===== config.mk =====
export PLATFORM = sky130hd
export DESIGN_NAME = imm_gen_pipe
export DESIGN_NICKNAME = d
export VERILOG_FILES = /design/src/rtl/imm_gen_pkg.sv /design/src/rtl/imm_decode.sv /design/src/rtl/imm_gen_pipe.sv
export SDC_FILE = /design/constraint.sdc
export NUM_CORES = 1
export LEC_CHECK = 0
export ABC_AREA = 1
export CELL_PAD_IN_SITES_DETAIL_PLACEMENT = 0
export CELL_PAD_IN_SITES_GLOBAL_PLACEMENT = 1
export CORE_ASPECT_RATIO = 0.5
export CORE_UTILIZATION = 35
export DETAILED_ROUTE_END_ITERATION = 8
export PLACE_DENSITY_LB_ADDON = 0.1
export REMOVE_ABC_BUFFERS = 1
export SYNTH_ARGS = -nofsm -noshare
export SYNTH_HDL_FRONTEND = slang
export SYNTH_HIERARCHICAL = 1
export SYNTH_SLANG_ARGS = --single-unit
export TNS_END_PERCENT = 5

===== constraint.sdc =====
create_clock -name clk -period 3.3 [get_ports clk]
set_input_delay 0.66 -clock clk [delete_from_list [all_inputs] [get_ports clk]]
set_output_delay 0.66 -clock clk [all_outputs]
set_load 0.05 [all_outputs]

===== src/rtl/imm_gen_pkg.sv =====
// Shared format codes, opcode constants and compressed funct3 values for the
// immediate generator.
package imm_gen_pkg;

  typedef enum logic [2:0] {
    FMT_R     = 3'd0,
    FMT_I     = 3'd1,
    FMT_S     = 3'd2,
    FMT_SB    = 3'd3,
    FMT_U     = 3'd4,
    FMT_UJ    = 3'd5,
    FMT_SHAMT = 3'd6,
    FMT_ILL   = 3'd7
  } fmt_e;

  localparam logic [6:0] OPC_OP        = 7'b0110011;
  localparam logic [6:0] OPC_OP_32     = 7'b0111011;
  localparam logic [6:0] OPC_OP_IMM    = 7'b0010011;
  localparam logic [6:0] OPC_LOAD      = 7'b0000011;
  localparam logic [6:0] OPC_JALR      = 7'b1100111;
  localparam logic [6:0] OPC_OP_IMM_32 = 7'b0011011;
  localparam logic [6:0] OPC_SYSTEM    = 7'b1110011;
  localparam logic [6:0] OPC_STORE     = 7'b0100011;
  localparam logic [6:0] OPC_BRANCH    = 7'b1100011;
  localparam logic [6:0] OPC_LUI       = 7'b0110111;
  localparam logic [6:0] OPC_AUIPC     = 7'b0010111;
  localparam logic [6:0] OPC_JAL       = 7'b1101111;

  localparam logic [2:0] F3_SLL = 3'b001;
  localparam logic [2:0] F3_SRX = 3'b101;

  // Compressed encodings keyed as {funct3, quadrant}
  localparam logic [4:0] C_ADDI = 5'b000_01;
  localparam logic [4:0] C_LI   = 5'b010_01;
  localparam logic [4:0] C_J    = 5'b101_01;
  localparam logic [4:0] C_BEQZ = 5'b110_01;
  localparam logic [4:0] C_BNEZ = 5'b111_01;
  localparam logic [4:0] C_LW   = 5'b010_00;
  localparam logic [4:0] C_SW   = 5'b110_00;

  function automatic logic is_shift_imm(input logic [6:0] opc, input logic [2:0] f3);
    return (opc == OPC_OP_IMM || opc == OPC_OP_IMM_32) && (f3 == F3_SLL || f3 == F3_SRX);
  endfunction

endpackage


===== src/rtl/imm_decode.sv =====
// Format decode and immediate assembly for one instruction word (IMM_GEN_RVC_EN adds compressed decode).
// Purely combinational: zero latency, no handshake or backpressure.
// Sign extension relies on size casts of signed concatenations.
module imm_decode
  import imm_gen_pkg::*;
#(
  parameter int XLEN = 32
) (
  input  logic [31:0]     instr,
  output logic [XLEN-1:0] imm,
  output fmt_e            fmt
);

  logic [2:0] f3;
  assign f3 = instr[14:12];

  always_comb begin
    fmt = FMT_ILL;
    imm = '0;
    if (instr[1:0] == 2'b11) begin
      case (instr[6:0])
        OPC_OP, OPC_OP_32: fmt = FMT_R;
        OPC_OP_IMM, OPC_OP_IMM_32, OPC_LOAD, OPC_JALR, OPC_SYSTEM: begin
          if (is_shift_imm(instr[6:0], f3)) begin
            fmt = FMT_SHAMT;
            imm = (XLEN == 64) ? XLEN'(instr[25:20]) : XLEN'(instr[24:20]);
          end else begin
            fmt = FMT_I;
            imm = XLEN'($signed(instr[31:20]));
          end
        end
        OPC_STORE: begin
          fmt = FMT_S;
          imm = XLEN'($signed({instr[31:25], instr[11:7]}));
        end
        OPC_BRANCH: begin
          fmt = FMT_SB;
          imm = XLEN'($signed({instr[31], instr[7], instr[30:25], instr[11:8], 1'b0}));
        end
        OPC_LUI, OPC_AUIPC: begin
          fmt = FMT_U;
          imm = XLEN'($signed({instr[31:12], 12'b0}));
        end
        OPC_JAL: begin
          fmt = FMT_UJ;
          imm = XLEN'($signed({instr[31], instr[19:12], instr[20], instr[30:21], 1'b0}));
        end
        default: ;
      endcase
    end else begin
`ifdef IMM_GEN_RVC_EN
      case ({instr[15:13], instr[1:0]})
        C_ADDI, C_LI: begin
          fmt = FMT_I;
          imm = XLEN'($signed({instr[12], instr[6:2]}));
        end
        C_J: begin
          fmt = FMT_UJ;
          imm = XLEN'($signed({instr[12], instr[8], instr[10:9], instr[6], instr[7],
                               instr[2], instr[11], instr[5:3], 1'b0}));
        end
        C_BEQZ, C_BNEZ: begin
          fmt = FMT_SB;
          imm = XLEN'($signed({instr[12], instr[6:5], instr[2], instr[11:10], instr[4:3], 1'b0}));
        end
        C_LW: begin
          fmt = FMT_I;
          imm = XLEN'({instr[5], instr[12:10], instr[6], 2'b00});
        end
        C_SW: begin
          fmt = FMT_S;
          imm = XLEN'({instr[5], instr[12:10], instr[6], 2'b00});
        end
        default: ;
      endcase
`endif
    end
  end

endmodule


===== src/rtl/imm_gen_pipe.sv =====
// Immediate generator with a QDEPTH-entry result queue; IMM_GEN_RVC_EN enables compressed decode.
// Latency: a pushed result is at the head one cycle later.
// Backpressure: in_ready only from registered count, so a full queue stalls even on a pop.
module imm_gen_pipe
  import imm_gen_pkg::*;
#(
  parameter int XLEN   = 32,
  parameter int QDEPTH = 2
) (
  input  logic            clk,
  input  logic            rst,
  input  logic            in_valid,
  output logic            in_ready,
  input  logic [31:0]     in_instr,
  output logic            out_valid,
  input  logic            out_ready,
  output logic [XLEN-1:0] out_imm,
  output logic [2:0]      out_fmt,
  output logic            out_illegal
);

  localparam int PW = (QDEPTH > 1) ? $clog2(QDEPTH) : 1;
  localparam int CW = $clog2(QDEPTH + 1);

  typedef struct packed {
    logic [XLEN-1:0] imm;
    fmt_e            fmt;
  } entry_t;

  entry_t        q [QDEPTH];
  entry_t        dec_entry;
  entry_t        head;
  logic [PW-1:0] wr_ptr;
  logic [PW-1:0] rd_ptr;
  logic [CW-1:0] count;
  logic          push;
  logic          pop;

  imm_decode #(.XLEN(XLEN)) u_decode (
    .instr (in_instr),
    .imm   (dec_entry.imm),
    .fmt   (dec_entry.fmt)
  );

  assign in_ready  = (count < CW'(QDEPTH));
  assign out_valid = (count != '0);
  assign push      = in_valid && in_ready;
  assign pop       = out_valid && out_ready;

  function automatic logic [PW-1:0] ptr_inc(input logic [PW-1:0] p);
    return (p == PW'(QDEPTH - 1)) ? '0 : p + PW'(1);
  endfunction

  // Storage is left unreset; out_valid gates everything visible downstream
  always_ff @(posedge clk) begin
    if (rst) begin
      count  <= '0;
      wr_ptr <= '0;
      rd_ptr <= '0;
    end else begin
      if (push) begin
        q[wr_ptr] <= dec_entry;
        wr_ptr    <= ptr_inc(wr_ptr);
      end
      if (pop) begin
        rd_ptr <= ptr_inc(rd_ptr);
      end
      case ({push, pop})
        2'b10:   count <= count + CW'(1);
        2'b01:   count <= count - CW'(1);
        default: count <= count;
      endcase
    end
  end

  assign head        = q[rd_ptr];
  assign out_imm     = out_valid ? head.imm : '0;
  assign out_fmt     = out_valid ? head.fmt : 3'd0;
  assign out_illegal = out_valid && (head.fmt == FMT_ILL);

endmodule


==> results.toml, run 1 <==
# generated from flow reports
[run_status]
status = "finished, final reports clean"

[global_routing]
gr-total-overflow = 0
antenna_found_initial = 0
grt_max_degree = 37
grt_pass1_wl_um = 14100
grt_usage_pct = 17.5
grt_pass1_vias = 2773

[synthesis]
yosys.area.top_type = "edfxtp_1"
synth_warnings = 6
ys_cells = 390
ys_seq_share_pct = 60.5
syn_inst = 390
synth-seq-cells = 75
top_area_share_pct = 57.7
mappedNetlistArea_um2 = 3640
yosysChipArea_um2 = 3640
ys_types = 25
synth.avg_cell_area_um2 = 9.34
area_leaders = "edfxtp_1 (58%), nand2_1 (15%), a21oi_1 (7.1%), nor2_1 (3.2%), inv_1 (2.9%)"

[cts]
htree_num_levels = 3
cts.sink_count = 75
clockRootBuffer = "clkbuf_16"
clk_latency_ns = 0.33
path_clk_slew_ns = 0.06
cts_hold_buf = 0
cts_tree = "done"
cts_buffers = 9
clk_path_buf_depth = 2
ctsResizeCount = 0
post_cts_buffers = 0

[flow_run]
drv_cap = 0
tool_warnings = 25

[layout]
fillers = 957
finalNetCount = 500
syn2layout_area_growth_pct = 28.4
stdcell_area_um2 = 4680
diodes = 0
flop_area_um2 = 2200
drive_above_1_share_pct = 16.2
mi_logic_area_um2 = 1220

[die]
rows = 25
io_pins = 74
die-area_um2 = 10800

[power]
p_per_area_nw_per_um2 = 742
p_seq_mw = 1.15
finalPower_mw = 3.47
switching_share_pct = 40.5
p_leak_nw = 2.03
combPwrFrac_pct = 39.5
ir_drop_mv = 0.315
power_frac_clock_pct = 27.5
pwr.group.clock_mw = 0.954
power-top-group = "combinational cells"

[final_timing]
clock_skew_ns = 0.00548
tns_ns = 0
slew_headroom_pct = 65.0
fin_crit_ns = 2.59
hold_viol = 0
worstMarginPinSlew_ns = 0.525

[setup_path]
worstRegToRegCells = 9
r2r_start = "count[1]"
cp_top_family = "buffers and inverters"
cp_cell_sequence = "buf_4 -> inv_4 -> or2_1 -> nand3_1 -> nor2_1 -> buf_4"
startpoint_type = "flip-flop"
cp_max_fo = 36
crit_type = "reg2out"
critical_path.slowest_cell = "buf_4"
cp.depth = 6
cpPeakStageDelay_ns = 0.39
arrival_ns = 1.93
required_ns = 2.64
end_kind = "output port"
r2r_slack_ns = 1.57
critical_path.most_common_cell = "buf_4"
crit_buf_inv = 3
worstReg2RegEnd = "count[1]"
crit_path_end = "out_illegal"

[detailed_routing]
final_antenna_net_count = 0
drtIter0Drc = 187
routed_wl_um = 9050
first_pass_iters = 4
drcViolationCount = 0

[min_path]
hold_path_depth = 2
min_from = "wr_ptr"
whs_endpoint = "wr_ptr"

[placed_design]
dp_hpwl_um = 5870
dpl-instance-area_um2 = 4380
dpl.cell_count = 587
-- run 1: cells in the final DEF, fill, tap and decap left out, types with 3 or more instances in the layout --
cell               n
clkdlybuf4s50_1   37
nor2_4             3
inv_1             28
buf_4             40
nor2_2             6
nand3_2            3
edfxtp_1          70
dfxtp_1            5
a21oi_1           52
clkbuf_16          9
nand3_1           19
nand2_1          142
clkinvlp_4         3
nor2_1            30
-- run 1: kinds of logic after synthesis --
group                    after synthesis  share of synthesized area [%]
flip-flops                            75                           60.5
AND/OR/NAND/NOR                      213                           25.2
buffers and inverters                 46                           6.39
adder cells (fa/ha/maj)                1                          0.343
AND-OR/OR-AND                         55                           7.63
-- run 1: layout make-up --
type	count	area share, %
clock inverters	6	1.42
well taps	135	3.61
multi-input cells	269	26.1
clock buffers	10	4.90
repair buffers	77	14.3
inverters	31	2.54
flip-flops and latches	75	47.1
-- run 1: metrics by stage --
step,hold WS [ns],worst slack (ns),util (%)
after detailed placement,0.468,0.579,44.9
after global placement,0.453,0.638,44.9
after CTS,0.476,0.654,47.9
after global routing,0.496,0.556,47.9
final,0.470,0.705,47.9
after floorplan,0.434,-0.449,-
-- run 1: routing by layer --
layer	share of wire (%)	GRT usage (%)	up-vias	routed length, um
li1	-	-	1441	-
met1	49	22.8	1390	4440
met2	46	28.9	68	4160
met3	4.7	5.15	4	426
met4	0.33	4.51	0	30
met5	0	0	-	0
-- run 1: state kept, by name, summed over array words and instances (netlist names), named ones only --
signal  flops
q          70
count       2
rd_ptr      1
wr_ptr      1
-- run 1: cell usage after synthesis, drive strengths merged --
cell,n
a21oi,52
nand4,2
ha,1
edfxtp,70
nor3,2
nand3,24
a31oi,1
nand2,144
nor2,39
dfxtp,5
buf,15
o21ai,1
or2,2
inv,31
o22ai,1
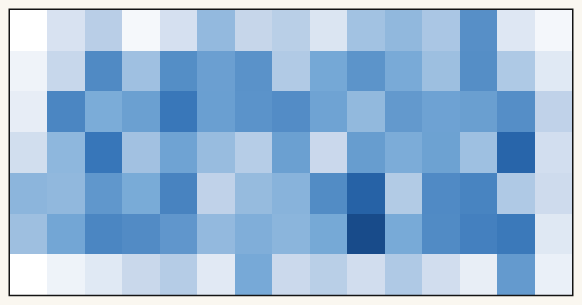
*Cell area per tile, run 1*
15 x 7 tiles, from white (low) to dark blue (high), 0 to 100% covered.
2.9% of the tiles are over 75% full. 1.9% of the tiles are nearly empty. The fullest tile reaches 89%. The mean over all tiles is 42%. The emptiest ninth of the die: top left.
CORE AREA: 9760 um2
final core utilization: 47.9%
fp util: 37.3%

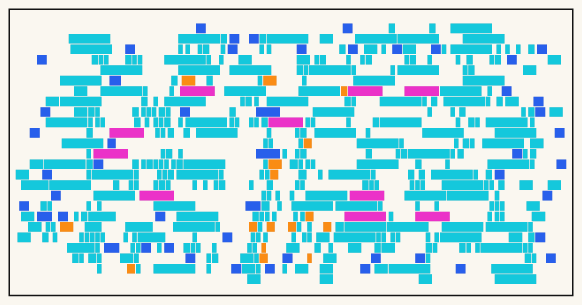
*Cells by drive strength, run 1*
Key: _2 cells = orange [cells 16]; _0 and _1 cells = cyan [cells 392]; _6 and larger = magenta [cells 10]; _3 and _4 cells = blue [cells 50]

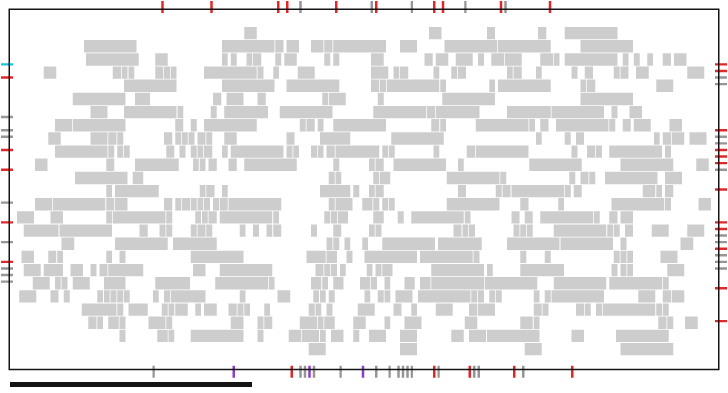
*Pin placement, run 1*
Scale bar: 50 um. Pins as bars across the die edge, other pins in gray.
Key: clk = cyan [pins 1, direction input, edge left]; out_imm = red [pins 32, direction output, edge 12 right, 10 top, 5 bottom, 5 left]; out_fmt = purple [pins 3, direction output, edge bottom]
All pins by edge: 23 bottom, 22 right, 15 top, 14 left.
die height: 74.1 um
die width: 146 um
port bufs: 73

==> inputs of run 2 (changes only) <==
==> constraint.sdc (replaced) <==
create_clock -name clk -period 2.3 [get_ports clk]
set_input_delay 0.46 -clock clk [delete_from_list [all_inputs] [get_ports clk]]
set_output_delay 0.46 -clock clk [all_outputs]
set_load 0.05 [all_outputs]
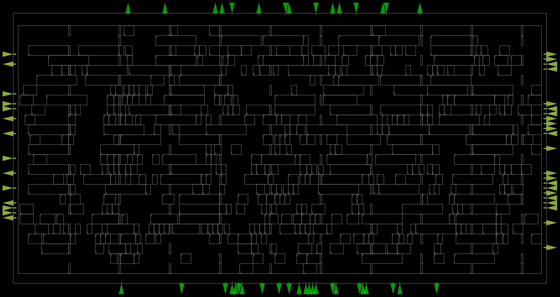
*Placed standard cells, run 2*
Seq cells: 75
row cnt: 25
Taps Inserted: 135

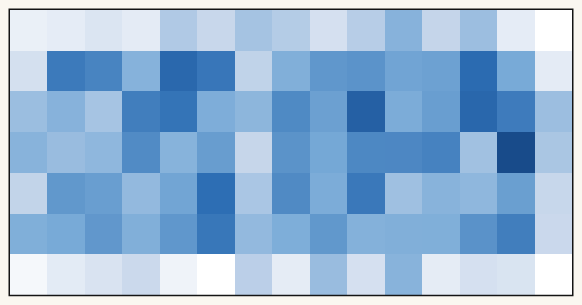
*Cell area per tile, run 2*
15 x 7 tiles, from white (low) to dark blue (high), 0 to 100% covered.
4.8% of the tiles are over 75% full. 2.9% of the tiles are nearly empty. The mean over all tiles is 43%. The fullest tile reaches 89%.
final core utilization: 49.5%

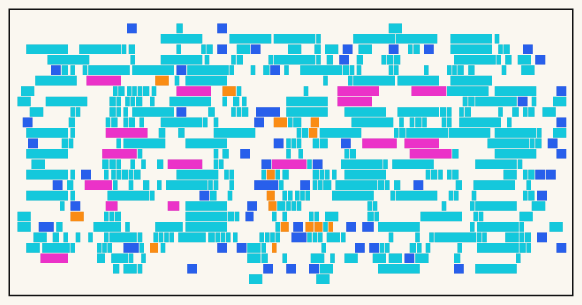
*Cells by drive strength, run 2*
Key: _0 and _1 cells = cyan [cells 390]; _2 cells = orange [cells 15]; _3 and _4 cells = blue [cells 58]; _6 and larger = magenta [cells 16]

==> results.toml, run 2 <==
# generated from flow reports
[synthesis]
synth.most_common_cell = "nand2_1"
ys_types = 25
async_flop_share_pct = 0
yosysChipArea_um2 = 3640
synthXorXnorAreaFrac_pct = 0
synthTopCellsByCount = "nand2_1 (142), edfxtp_1 (70), a21oi_1 (52)"
syn_inst = 390
synthMuxAreaShare_pct = 0
aoi_share_pct = 7.63
ys_cells = 390
synth-seq-cells = 75
synth_adder_area_share_pct = 0.344
area_leaders = "edfxtp_1 (58%), nand2_1 (15%), a21oi_1 (7.1%), nor2_1 (3.2%), inv_1 (2.9%)"
synth.avg_cell_area_um2 = 9.34

[global_routing]
gr-total-overflow = 0
grt.busiest_layer = "met2"
grtUsageMet1_pct = 22.5
grtUsageMet3_pct = 5.58
met2_usage_pct = 29.5
grt_pass1_wl_um = 14100
grt_max_degree = 36
grt_pass1_vias = 2781
grt_usage_pct = 17.5

[cts]
clk_path_buf_depth = 2
clockRootBuffer = "clkbuf_16"
cts_buffers = 9
ctsResizeCount = 0
htree_num_levels = 3
clk_latency_ns = 0.33

[detailed_routing]
met3_wirelength_um = 583
drcViolationCount = 0
final_antenna_net_count = 0
routed-wl-met2_um = 4290
first_pass_iters = 5
routed_wl_um = 9150

[layout]
diodes = 0
regMostFlops = "q"
syn2layout_area_growth_pct = 32.7
drive_above_1_share_pct = 18.6
lay_top_count = "nand2_1"

[die]
chipHeight_um = 74.1
core_area_um2 = 9760
die-area_um2 = 10800
dieWidth_um = 146
fp-utilization_pct = 37.3
io_pins = 74

[setup_path]
crit_type = "reg2out"
cpPeakStageDelay_ns = 0.35
arrival_ns = 1.72
critical_path.most_common_cell = "buf_4"
cp_cell_sequence = "inv_4 -> buf_4 -> nand2_1 -> a21oi_1 -> buf_4"
cp_max_fo = 23
required_ns = 1.84
critical_path.slowest_cell = "dfxtp_1"

[final_timing]
clock_skew_ns = 0.00479
worstMarginPinSlew_ns = 0.500
tns_ns = 0
fin_crit_ns = 2.18
slew_headroom_pct = 66.6
hold_viol = 0

[flow_run]
tool_warnings = 25

[power]
ir_drop_mv = 0.383
p_leak_nw = 2.12
p_per_area_nw_per_um2 = 1090

[placed_design]
dp_hpwl_um = 6350
dpl.cell_count = 598

[run_status]
status = "finished, final reports clean"
## run 2: netlist changes by cell type in the layout (fill, tap and decap cells not counted), sizes merged
cell / change
clkinvlp: -2
inv: +2
buf: +12
clkdlybuf4s50: -1
bufinv: +2
clkbuf: -1
clkinv: -1
## run 2: power groups by stage
stage	Combinational (mW)	Sequential, mW	Clock (mW)
3_5_place_dp	2.02	1.68	0
2_1_floorplan	1.28	1.70	0
4_1_cts	2.03	1.65	1.65
6_report	2.00	1.65	1.62
3_3_place_gp	2.00	1.67	0
5_1_grt	2.12	1.66	1.70
## run 2: worst max-delay path, delay by kind of cell (launching register included)
kind | cells | cell delay (ns)
buffers and inverters | 3 | 0.74
DFF | 1 | 0.35
AOI/OAI and AO/OA | 1 | 0.22
and+or+nand+nor | 1 | 0.07
## run 2: cell type report
class	count	area (um2)
flip-flops and latches	75	2200
fillers	927	4920
clock buffers	9	225
well taps	135	169
multi-input cells	269	1220
repair buffers	88	776
clock inverters	7	124
inverters	31	119
## run 2: worst paths after layout
path,start,end,slack (ns),cells past startpoint
setup / recovery,flip-flop,out_imm[13],0.12,5
hold / removal,wr_ptr,wr_ptr,0.46,2
setup reg to reg,count[1],q[1][28],0.89,4
hold reg to reg,wr_ptr,wr_ptr,0.46,2
## run 2: cells by family after synthesis
logic type	after synthesis
simple gates	213
flops	75
buf+inv	46
compound gates	55
fa+ha+maj	1
## run 2: per-stage QoR
stage / hold slack, ns / instance area [um2] / setup slack (ns)
finish: 0.464 / 4830 / 0.118
floorplan: 0.434 / 3530 / -1.45
global route: 0.513 / 4830 / 0.0518
detailed placement: 0.454 / 4490 / 0.0386
CTS: 0.463 / 4830 / 0.0993
global placement: 0.450 / 4490 / 0.0937
==> inputs of run 3 (changes only) <==
--- a/config.mk
+++ b/config.mk
@@ -9,8 +9,9 @@
 export CELL_PAD_IN_SITES_DETAIL_PLACEMENT = 0
 export CELL_PAD_IN_SITES_GLOBAL_PLACEMENT = 1
 export CORE_ASPECT_RATIO = 0.5
-export CORE_UTILIZATION = 35
+export CORE_UTILIZATION = 40
 export DETAILED_ROUTE_END_ITERATION = 8
+export DONT_BUFFER_PORTS = 1
 export PLACE_DENSITY_LB_ADDON = 0.1
 export REMOVE_ABC_BUFFERS = 1
 export SYNTH_ARGS = -nofsm -noshare
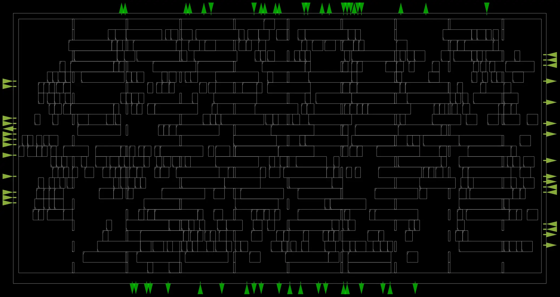
*Placed standard cells, run 3*
Taps Inserted: 117
CORE AREA: 8770 um2

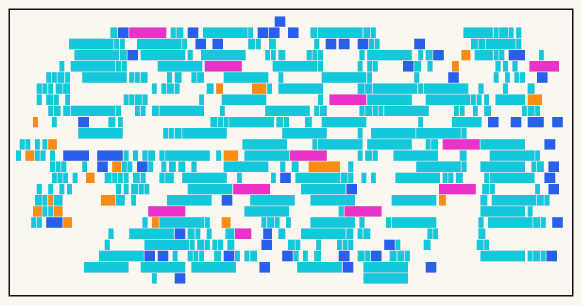
*Cells by drive strength, run 3*
Key: _0 and _1 cells = cyan [cells 355]; _6 and larger = magenta [cells 11]; _2 cells = orange [cells 20]; _3 and _4 cells = blue [cells 51]

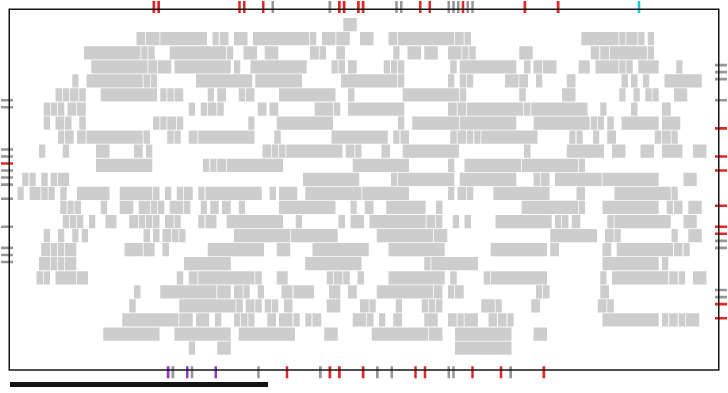
*Pin placement, run 3*
Scale bar: 50 um. Pins as bars across the die edge, other pins in gray.
Key: out_fmt = purple [pins 3, direction output, edge bottom]; clk = cyan [pins 1, direction input, edge top]; out_imm = red [pins 32, direction output, edge 14 top, 9 bottom, 8 right, 1 left]
All pins by edge: 24 top, 21 bottom, 16 right, 13 left.

==> results.toml, run 3 <==
# generated from flow reports
[synthesis]
synthXorXnorAreaFrac_pct = 0
synth-seq-cells = 75
synth_adder_area_share_pct = 0.344
async_flop_share_pct = 0
ys_cells = 390
yosysChipArea_um2 = 3640
synthMuxAreaShare_pct = 0
aoi_share_pct = 7.63
area_leaders = "edfxtp_1 (58%), nand2_1 (15%), a21oi_1 (7.1%), nor2_1 (3.2%), inv_1 (2.9%)"

[global_routing]
grt_max_degree = 36
gr-total-overflow = 0
grt_usage_pct = 20.2
grt_pass1_vias = 2759
grt_pass1_wl_um = 14000

[setup_path]
crit_type = "reg2out"
arrival_ns = 1.60
required_ns = 1.84
worstRegToRegCells = 9

[placed_design]
dp_hpwl_um = 6090
dpl.cell_count = 538
preCtsSetupSlack_ns = 0.407

[die]
dieWidth_um = 137
io_pins = 74
rows = 24
fp-utilization_pct = 41.5
chipHeight_um = 69.5

[detailed_routing]
drcViolationCount = 0
final_antenna_net_count = 0
routed_wl_um = 8840

[final_timing]
tns_ns = 0
fin_crit_ns = 2.06
clock_skew_ns = 0.00252
worstMarginPinSlew_ns = 0.512

[cts]
clk_path_buf_depth = 2
clockRootBuffer = "clkbuf_16"
htree_num_levels = 3
clk_latency_ns = 0.33

[power]
p_leak_nw = 1.91
ir_drop_mv = 0.440
p_per_area_nw_per_um2 = 1110

[layout]
drive_above_1_share_pct = 18.8
syn2layout_area_growth_pct = 18.3
fin_util_pct = 49.2
lay_top_count = "nand2_1"
diodes = 0

[min_path]
hold_path_depth = 1

[flow_run]
tool_warnings = 25

[run_status]
status = "finished, final reports clean"
[run 3: area by class of cell]
class	count	area, um2
inverters	31	119
flip-flops and latches	75	2200
multi-input cells	269	1220
well taps	117	146
clock inverters	7	35.0
clock buffers	9	225
repair buffers	46	362
fillers	827	4460
[run 3: where the power goes]
group / internal, mW / switching (mW)
Combinational: 0.480 / 1.42
Clock: 0.713 / 0.506
Sequential: 1.61 / 0.0556
Total: 2.80 / 1.98
[run 3: routing by layer]
metal  wire length [um]  GRT usage (%)
met1               4070           26.7
met2               4040           31.2
met3                568           6.07
met4                158           8.06
met5                  0              0
[run 3: path summary, 6_finish.rpt]
check                           slack [ns]     endpoint     start
worst max-delay path                  0.24  out_imm[28]  count[1]
worst min-delay path                  0.20       wr_ptr       rst
worst max register to register        0.46     count[1]  count[1]
worst min register to register        0.46       wr_ptr    wr_ptr
[run 3: logic make-up after synthesis]
logic type / after synthesis
AND/OR/NAND/NOR: 213
adder cells (fa/ha/maj): 1
AND-OR/OR-AND: 55
buffers and inverters: 46
flip-flops: 75
[run 3: metrics by stage]
stage	instance area (um2)	hold slack, ns	total power [mW]
after floorplan	3530	0.434	2.98
after global placement	4050	0.443	3.57
after detailed placement	4050	0.454	3.59
after CTS	4310	0.184	4.81
after global routing	4310	0.179	4.99
final	4310	0.200	4.78
[run 3: critical path, stage by stage, from the launching register on]
cell and delay (ns):
dfxtp_1 0.36, nor2_4 0.32, buf_4 0.31, a21oi_1 0.09, buf_4 0.20
[run 3: what timing repair did]
| action | in CTS | in global routing |
|---|---|---|
| setup endpoints to repair | 0 | 10 |
| resized | 0 | 2 |
| hold buffers | 0 | 0 |
Power figures rest on the tool's default switching activity, not on a simulated workload.
